--- src/rtl/grid_pkg.sv ---
// Shared definitions for the grid verifier: grid geometry, value/index
// types, error classes, FSM states and the block-index helper.
package grid_pkg;

   localparam int ORDER     = 3;
   localparam int LENGTH    = ORDER * ORDER;
   localparam int AREA      = LENGTH * LENGTH;
   localparam int LAST_CELL = AREA - 1;

   localparam int VALUE_W = $clog2(LENGTH + 1);
   localparam int INDEX_W = $clog2(LENGTH);
   localparam int BAND_W  = (ORDER > 1) ? $clog2(ORDER) : 1;

   typedef logic [VALUE_W-1:0] value_t;
   typedef logic [INDEX_W-1:0] index_t;
   typedef logic [BAND_W-1:0]  band_t;

   typedef enum logic [2:0] {
      ERR_NONE  = 3'd0,
      ERR_RANGE = 3'd1,
      ERR_ROW   = 3'd2,
      ERR_COL   = 3'd3,
      ERR_BLOCK = 3'd4
   } err_code_e;

   typedef enum logic [1:0] {
      ST_IDLE,
      ST_SCAN,
      ST_DRAIN,
      ST_DONE
   } state_e;

   // Block number (0..LENGTH-1, row-major over blocks) containing a cell.
   function automatic index_t block_of(input index_t row, input index_t col);
      return index_t'((int'(row) / ORDER) * ORDER + int'(col) / ORDER);
   endfunction

endpackage

--- src/rtl/unit_mask.sv ---
// One LENGTH-bit occupancy set. 'hit' reports whether 'value' is already
// present; 'clear' empties the set before this cycle's lookup and update,
// so a clear and a set in the same cycle leave exactly the new value.
module unit_mask
   import grid_pkg::*;
(
   input  logic               clock,
   input  logic               reset,
   input  logic               clear,
   input  logic               set_en,
   input  logic [VALUE_W-1:0] value,
   output logic               hit
);

   logic [LENGTH-1:0] mask_reg;
   logic [LENGTH-1:0] onehot;

   // Decode a legal value (1..LENGTH) into its occupancy bit; others map to none.
   always_comb begin
      onehot = '0;
      if (value != '0 && value <= value_t'(LENGTH))
         onehot[value - value_t'(1)] = 1'b1;
   end

   assign hit = (|(mask_reg & onehot)) && !clear;

   // Occupancy register: optional clear, then optional insertion of the value.
   always_ff @(posedge clock or negedge reset) begin
      if (!reset)
         mask_reg <= '0;
      else
         mask_reg <= (clear ? '0 : mask_reg) | (set_en ? onehot : '0);
   end

endmodule

--- src/rtl/grid_verifier.sv ---
// Grid verifier: scans a finished LENGTH x LENGTH grid in row-major order
// through a one-cycle-latency read port and checks range, row, column and
// block uniqueness, stopping at the first offending cell.
// Optional macro GRID_VERIFIER_ERR_LOC_EN adds err_row/err_col outputs
// carrying the location of the first offending cell.
module grid_verifier
   import grid_pkg::*;
(
   input  logic               clock,
   input  logic               reset,
   input  logic               start,
   output logic               rd_en,
   output logic [INDEX_W-1:0] rd_row,
   output logic [INDEX_W-1:0] rd_col,
   input  logic [VALUE_W-1:0] rd_data,
   output logic               busy,
   output logic               done,
   output logic               success,
   output logic [2:0]         err_code
`ifdef GRID_VERIFIER_ERR_LOC_EN
   ,
   output logic [INDEX_W-1:0] err_row,
   output logic [INDEX_W-1:0] err_col
`endif
);

   state_e    state_reg, state_next;
   index_t    addr_row_reg, addr_col_reg;
   logic      chk_valid_reg;
   index_t    chk_row_reg, chk_col_reg;
   logic      success_reg;
   err_code_e err_code_reg;

   logic      start_accept;
   logic      addr_last;
   logic      last_check;
   logic      range_err;
   logic      row_hit, col_hit, blk_hit;
   logic [LENGTH-1:0] col_hit_vec;
   logic [ORDER-1:0]  blk_hit_vec;
   band_t     band_blk;
   logic      row_clear, band_clear;
   err_code_e cell_err;
   logic      err_found;
   logic      cell_ok;

   // start is only honoured when no scan is running (busy wins on a tie).
   assign start_accept = start && (state_reg == ST_IDLE || state_reg == ST_DONE);
   assign addr_last    = (addr_row_reg == index_t'(LENGTH - 1)) &&
                         (addr_col_reg == index_t'(LENGTH - 1));
   assign last_check   = chk_valid_reg &&
                         ((int'(chk_row_reg) * LENGTH + int'(chk_col_reg)) == LAST_CELL);

   // Masks of the current row and band restart with the first cell checked in them.
   assign row_clear  = start_accept || (chk_valid_reg && chk_col_reg == '0);
   assign band_clear = start_accept ||
                       (chk_valid_reg && chk_col_reg == '0 && (int'(chk_row_reg) % ORDER) == 0);
   assign band_blk   = band_t'(int'(block_of(chk_row_reg, chk_col_reg)) % ORDER);

   assign range_err = (rd_data == '0) || (rd_data > value_t'(LENGTH));
   assign col_hit   = col_hit_vec[chk_col_reg];
   assign blk_hit   = blk_hit_vec[band_blk];

   unit_mask u_row_mask (
      .clock  (clock),
      .reset  (reset),
      .clear  (row_clear),
      .set_en (cell_ok),
      .value  (rd_data),
      .hit    (row_hit)
   );

   genvar gi;
   generate
      for (gi = 0; gi < LENGTH; gi++) begin : g_col_mask
         unit_mask u_col_mask (
            .clock  (clock),
            .reset  (reset),
            .clear  (start_accept),
            .set_en (cell_ok && (chk_col_reg == index_t'(gi))),
            .value  (rd_data),
            .hit    (col_hit_vec[gi])
         );
      end
      for (gi = 0; gi < ORDER; gi++) begin : g_blk_mask
         unit_mask u_blk_mask (
            .clock  (clock),
            .reset  (reset),
            .clear  (band_clear),
            .set_en (cell_ok && (band_blk == band_t'(gi))),
            .value  (rd_data),
            .hit    (blk_hit_vec[gi])
         );
      end
   endgenerate

   // Classify the cell under check in priority order RANGE > ROW > COL > BLOCK.
   always_comb begin
      cell_err = ERR_NONE;
      if (range_err)
         cell_err = ERR_RANGE;
      else if (row_hit)
         cell_err = ERR_ROW;
      else if (col_hit)
         cell_err = ERR_COL;
      else if (blk_hit)
         cell_err = ERR_BLOCK;
   end

   assign err_found = chk_valid_reg && (cell_err != ERR_NONE);
   assign cell_ok   = chk_valid_reg && (cell_err == ERR_NONE);

   // FSM state register.
   always_ff @(posedge clock or negedge reset) begin
      if (!reset)
         state_reg <= ST_IDLE;
      else
         state_reg <= state_next;
   end

   // FSM next-state: scan addresses, drain the last read, stop on first error.
   always_comb begin
      state_next = state_reg;
      case (state_reg)
         ST_IDLE, ST_DONE: if (start) state_next = ST_SCAN;
         ST_SCAN: begin
            if (err_found)
               state_next = ST_DONE;
            else if (addr_last)
               state_next = ST_DRAIN;
         end
         ST_DRAIN: if (err_found || last_check) state_next = ST_DONE;
         default: state_next = ST_IDLE;
      endcase
   end

   // FSM outputs decoded from the current state.
   always_comb begin
      rd_en = 1'b0;
      busy  = 1'b0;
      done  = 1'b0;
      case (state_reg)
         ST_SCAN:  begin rd_en = 1'b1; busy = 1'b1; end
         ST_DRAIN: busy = 1'b1;
         ST_DONE:  done = 1'b1;
         default:  ;
      endcase
   end

   // Read address counter: column-fastest walk, one cell per scan cycle.
   always_ff @(posedge clock or negedge reset) begin
      if (!reset) begin
         addr_row_reg <= '0;
         addr_col_reg <= '0;
      end else if (start_accept) begin
         addr_row_reg <= '0;
         addr_col_reg <= '0;
      end else if (state_reg == ST_SCAN && !addr_last && !err_found) begin
         if (addr_col_reg == index_t'(LENGTH - 1)) begin
            addr_col_reg <= '0;
            addr_row_reg <= addr_row_reg + index_t'(1);
         end else begin
            addr_col_reg <= addr_col_reg + index_t'(1);
         end
      end
   end

   assign rd_row = addr_row_reg;
   assign rd_col = addr_col_reg;

   // Track which cell's data arrives next; an error discards the read in flight.
   always_ff @(posedge clock or negedge reset) begin
      if (!reset) begin
         chk_valid_reg <= 1'b0;
         chk_row_reg   <= '0;
         chk_col_reg   <= '0;
      end else begin
         chk_valid_reg <= rd_en && !err_found;
         chk_row_reg   <= addr_row_reg;
         chk_col_reg   <= addr_col_reg;
      end
   end

   // Result registers: cleared on accepted start, latched at the end of the scan.
   always_ff @(posedge clock or negedge reset) begin
      if (!reset) begin
         success_reg  <= 1'b0;
         err_code_reg <= ERR_NONE;
      end else if (start_accept) begin
         success_reg  <= 1'b0;
         err_code_reg <= ERR_NONE;
      end else if (err_found) begin
         success_reg  <= 1'b0;
         err_code_reg <= cell_err;
      end else if (last_check) begin
         success_reg  <= 1'b1;
      end
   end

   assign success  = success_reg;
   assign err_code = err_code_reg;

`ifdef GRID_VERIFIER_ERR_LOC_EN
   index_t err_row_reg, err_col_reg;

   // Location of the first offending cell; stays zero for a legal grid.
   always_ff @(posedge clock or negedge reset) begin
      if (!reset) begin
         err_row_reg <= '0;
         err_col_reg <= '0;
      end else if (start_accept) begin
         err_row_reg <= '0;
         err_col_reg <= '0;
      end else if (err_found) begin
         err_row_reg <= chk_row_reg;
         err_col_reg <= chk_col_reg;
      end
   end

   assign err_row = err_row_reg;
   assign err_col = err_col_reg;
`endif

endmodule

--- config.mk ---
export PLATFORM = sky130hd
export DESIGN_NAME = grid_verifier
export DESIGN_NICKNAME = d
export VERILOG_FILES = /design/src/rtl/grid_pkg.sv /design/src/rtl/unit_mask.sv /design/src/rtl/grid_verifier.sv
export SDC_FILE = /design/constraint.sdc
export NUM_CORES = 1
export LEC_CHECK = 0
export CORE_UTILIZATION = 60
export DETAILED_ROUTE_END_ITERATION = 8
export PLACE_DENSITY_LB_ADDON = 0.12
export REMOVE_ABC_BUFFERS = 1
export SETUP_SLACK_MARGIN = 0.02
export SLEW_MARGIN = 0
export SYNTH_ARGS = -nofsm -noshare
export SYNTH_HDL_FRONTEND = slang
export SYNTH_SLANG_ARGS = --single-unit
--- constraint.sdc ---
create_clock -name clock -period 7.8 [get_ports clock]
set_input_delay 1.56 -clock clock [delete_from_list [all_inputs] [get_ports clock]]
set_output_delay 1.56 -clock clock [all_outputs]
set_load 0.03 [all_outputs]
Cell outlines without signal wires:
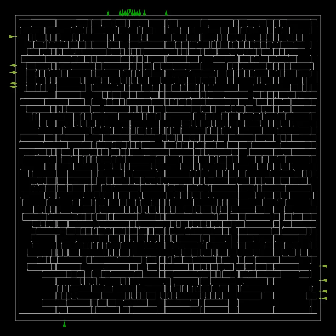
# rows: 41
Flops: 140
Fillers: 998
sequential portion of the cell area: 39.8%

Wiring heat map:
The die is cut into 23 by 23 equal tiles; black is low, pale yellow is high, scaled to the fullest tile. Values are wire area over tile area, all layers added.
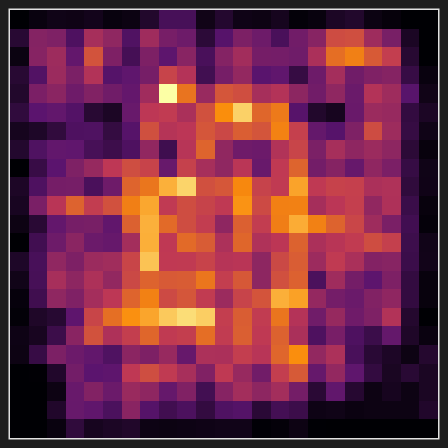
mean over tiles	0.26
densest ninth of the die	center
emptiest ninth of the die	south-east
nearly empty tiles	5.7%
tiles over half the peak	26%

Cells colored by class:
Bar = 20 um. Fill, decap, tap and diode cells in gray.
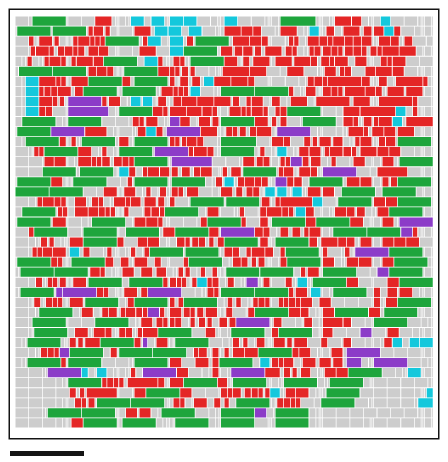
class	color	cells	share of their area
combinational and other logic	red	609	48%
sequential cells	green	140	41%
clock drivers and dummy loads	purple	32	6.9%
remaining buffers and delay cells	cyan	48	4.7%

==> results_slide.txt <==
Key Metrics from the Run

Job
  – Tool Warnings: 31
  – Max cap viols: 0

Route
  – DR WL/cell: 21.4 um
  – First DRT Iteration DRCs: about 860
  – Remaining routing DRC violations: 0
  – Detailed-route via count: roughly 6600
  – Vias per cell: roughly 6.6
  – Antenna-violating nets left: 0
  – Post-Route WL: 21400 um
  – First-pass detailed-route iteration total: 6

Final layout
  – Register Area: between 0.003 and 0.004 mm^2
  – Gate Area: between 0.003 and 0.004 mm^2
  – Comb gates: 579
  – Logic share of the area: about 45%
  – Invs w/o clock: 30
  – Share of layout cells above drive strength 1: a little under an eighth
  – Post-Layout Cell Count: roughly 1000
  – Layout Nets: approximately 860
  – Number of clock buffers in the layout: 18
  – Largest register FFs: about 80
  – Diode count: 0
  – Non-clock buffer share: ~4.6%
  – Buffers excl. clock: about 48
  – Area growth syn-to-layout: 13.1%
  – Largest class: logic gates
  – Clock-cell share: ~6.7%

Critical path
  – CP startpoint: chk_row_reg[3]
  – CP required: ~8100 ps
  – Worst Reg-to-Reg Cells: 30
  – CP arrival: approximately 7800 ps
  – Worst r2r dst: state_reg[0]
  – CP peak stage delay: about 460 ps
  – FF-to-FF Start: chk_row_reg[3]
  – Setup crit end kind: flop
  – Crit Path Max Fanout: 13
  – Slowest CP cell: dfrtp_2
  – Critical Path Start Type: flop
  – Critical path class: flop to flop
  – R2R Setup Slk: between 300 and 400 ps
  – CP most frequent cell: ha_1

Clocking
  – Post-CTS resize count: 4
  – Post-CTS Hold Buffers: 0
  – Clk buf depth: 2
  – CTS tree: done
  – CTS Root Buffer Type: clkbuf_16
  – Late-Pin Clk Latency: 430 ps
  – Reg clk slew, reported paths: 60 ps
  – Post-CTS Setup Bufs: 2
  – H-tree depth: 4
  – Cts bufs inserted: 17
  – CTS sink count: 140

Timing
  – Tcrit/Tclk final: about 95%
  – Final Critical Period: about 7400 ps
  – RSZ-0062 raised after global routing: false
  – Worst-margin pin slew: approximately 1300 ps
  – Fmax: 134 MHz
  – Max Slew Vio Count: 0
  – Hold violation count in the final report: 0
  – Final setup violation count: 0
  – Worst slew margin: between 10% and 20%
  – Clock Skews: 11.5 ps
  – Final setup TNS: 0 ps

Logic synthesis
  – Mapped Cells: ~800
  – Yosys Chip Area: between 0.007 and 0.008 mm^2
  – Async SR Flop Fraction: 100%
  – Main flop type: dfrtp_1
  – Adder-cell share of the synthesized area: 6.24%
  – Synth area leader: dfrtp_1
  – Synth Area in Simple Gates: 17.1%
  – Yosys cell count: about 800
  – Main logic family: AND-OR/OR-AND gates
  – Synthesized area per cell: approximately 10 um^2
  – Post-synth EDFFs: 0
  – Yosys warning total: 0
  – Synth Seq Share: around 45%
  – Mux area share: 4.81%
  – Ranking of synthesized cells by area: dfrtp_1, ha_1, nand2_1, a22o_1, o21ai_1
  – Yosys reg bits: 140
  – Count of cell types in the netlist: approximately 82
  – Top-area cell share: a little under half
  – Mapped cell area: 0.00778 mm^2
  – Most common cell in the synthesized netlist: dfrtp_1
  – Top post-synthesis cells by count: dfrtp_1, nand2_1, o21ai_1
  – AO/OA Area Share: 21.2%
  – XOR Share, Synth: less than 1%

GRT
  – Vias in the first global route: 6297
  – First-pass GRT wire length: between 30000 and 40000 um
  – Grt total ovfl: 0
  – Total GRT Usage: around a third
  – Largest net degree at the start of global routing: between 90 and 100
  – Initial antenna violation count: 0

Placed design
  – Gpl congestion: ~0.89
  – I/O Buffers: 21
  – Dpl cells: 963
  – HPWL after detailed placement: approximately 14000 um

Power
  – Tot Pwr: 2260 uW
  – Pwr dens: approximately 260 mW/mm^2
  – Peak VDD IR: between 0.2 and 0.25 mV
  – Leakage: just under 0.004 uW

Floorplan
  – Io pins: 22
  – Tap cells: roughly 170
  – Chip area: 0.0134 mm^2
  – Die x size: ~120 um
  – Die Ht: ~120 um
  – Core Area: 0.0126 mm^2
  – FP Util: between 60% and 70%

Hold path
  – Hold depth: 2
  – Hold endpoint: u_row_mask.mask_reg[3]
  – Hold_sp: u_row_mask.mask_reg[3]
  – Min-Delay Path Class: flop to flop

Status
  – Status: completed
## power by group
part	switching, uW	total (uW)	leakage (uW)	internal (uW)
registers	36.0	802	0.00194	766
clock network	333	810	0.000283	477
logic	468	647	0.00174	179
## cells in the final DEF, fill, tap and decap left out, types with 13 or more instances in the layout
cell type / count
a21oi_1: 25
a22o_1: 48
buf_4: 27
clkbuf_16: 17
clkdlybuf4s50_1: 18
dfrtp_1: 138
ha_1: 31
inv_1: 28
mux2i_1: 25
nand2_1: 106
nand3_1: 18
nor2_1: 42
nor2b_1: 14
nor3_1: 19
o21ai_0: 13
o21ai_1: 62
## worst max-delay path by stage
stage / to / cells after the start / slack (ps)
final: state_reg[0] / 30 / 350
after global routing: state_reg[0] / 30 / 20
after CTS: g_col_mask[5].u_col_mask.mask_reg[2] / 29 / 5
after detailed placement: g_col_mask[1].u_col_mask.mask_reg[5] / 29 / -170
after global placement: g_col_mask[0].u_col_mask.mask_reg[5] / 29 / 220
after floorplan: g_col_mask[1].u_col_mask.mask_reg[5] / 28 / 400
## per-layer routing
metal  GRT usage [%]  part of all wire, %  vias up
li1                -                    -     2959
met1            48.9                   43     3259
met2            50.2                   45      360
met3            8.89                  8.9       52
met4            11.8                  2.5        0
met5               0                    0        -
## worst max-delay path, delay by kind of cell (launching register included)
family | cells | cell delay [ps]
mux | 1 | 420
xor+xnor | 1 | 300
flops | 1 | 460
buf+inv | 2 | 120
fa+ha+maj | 9 | 2160
compound gates | 10 | 2160
simple gates | 7 | 1700
## stage by stage
stage,hold WS [ps],setup slack [ps],instance area [um^2],util [%]
final,478,352,8800,69.8
after global routing,503,15.0,8800,69.8
after CTS,479,5.23,8720,69.1
after detailed placement,463,-168,8100,64.2
after global placement,459,224,8100,64.2
after floorplan,446,399,7520,-
Power and IR drop assume default switching activity.
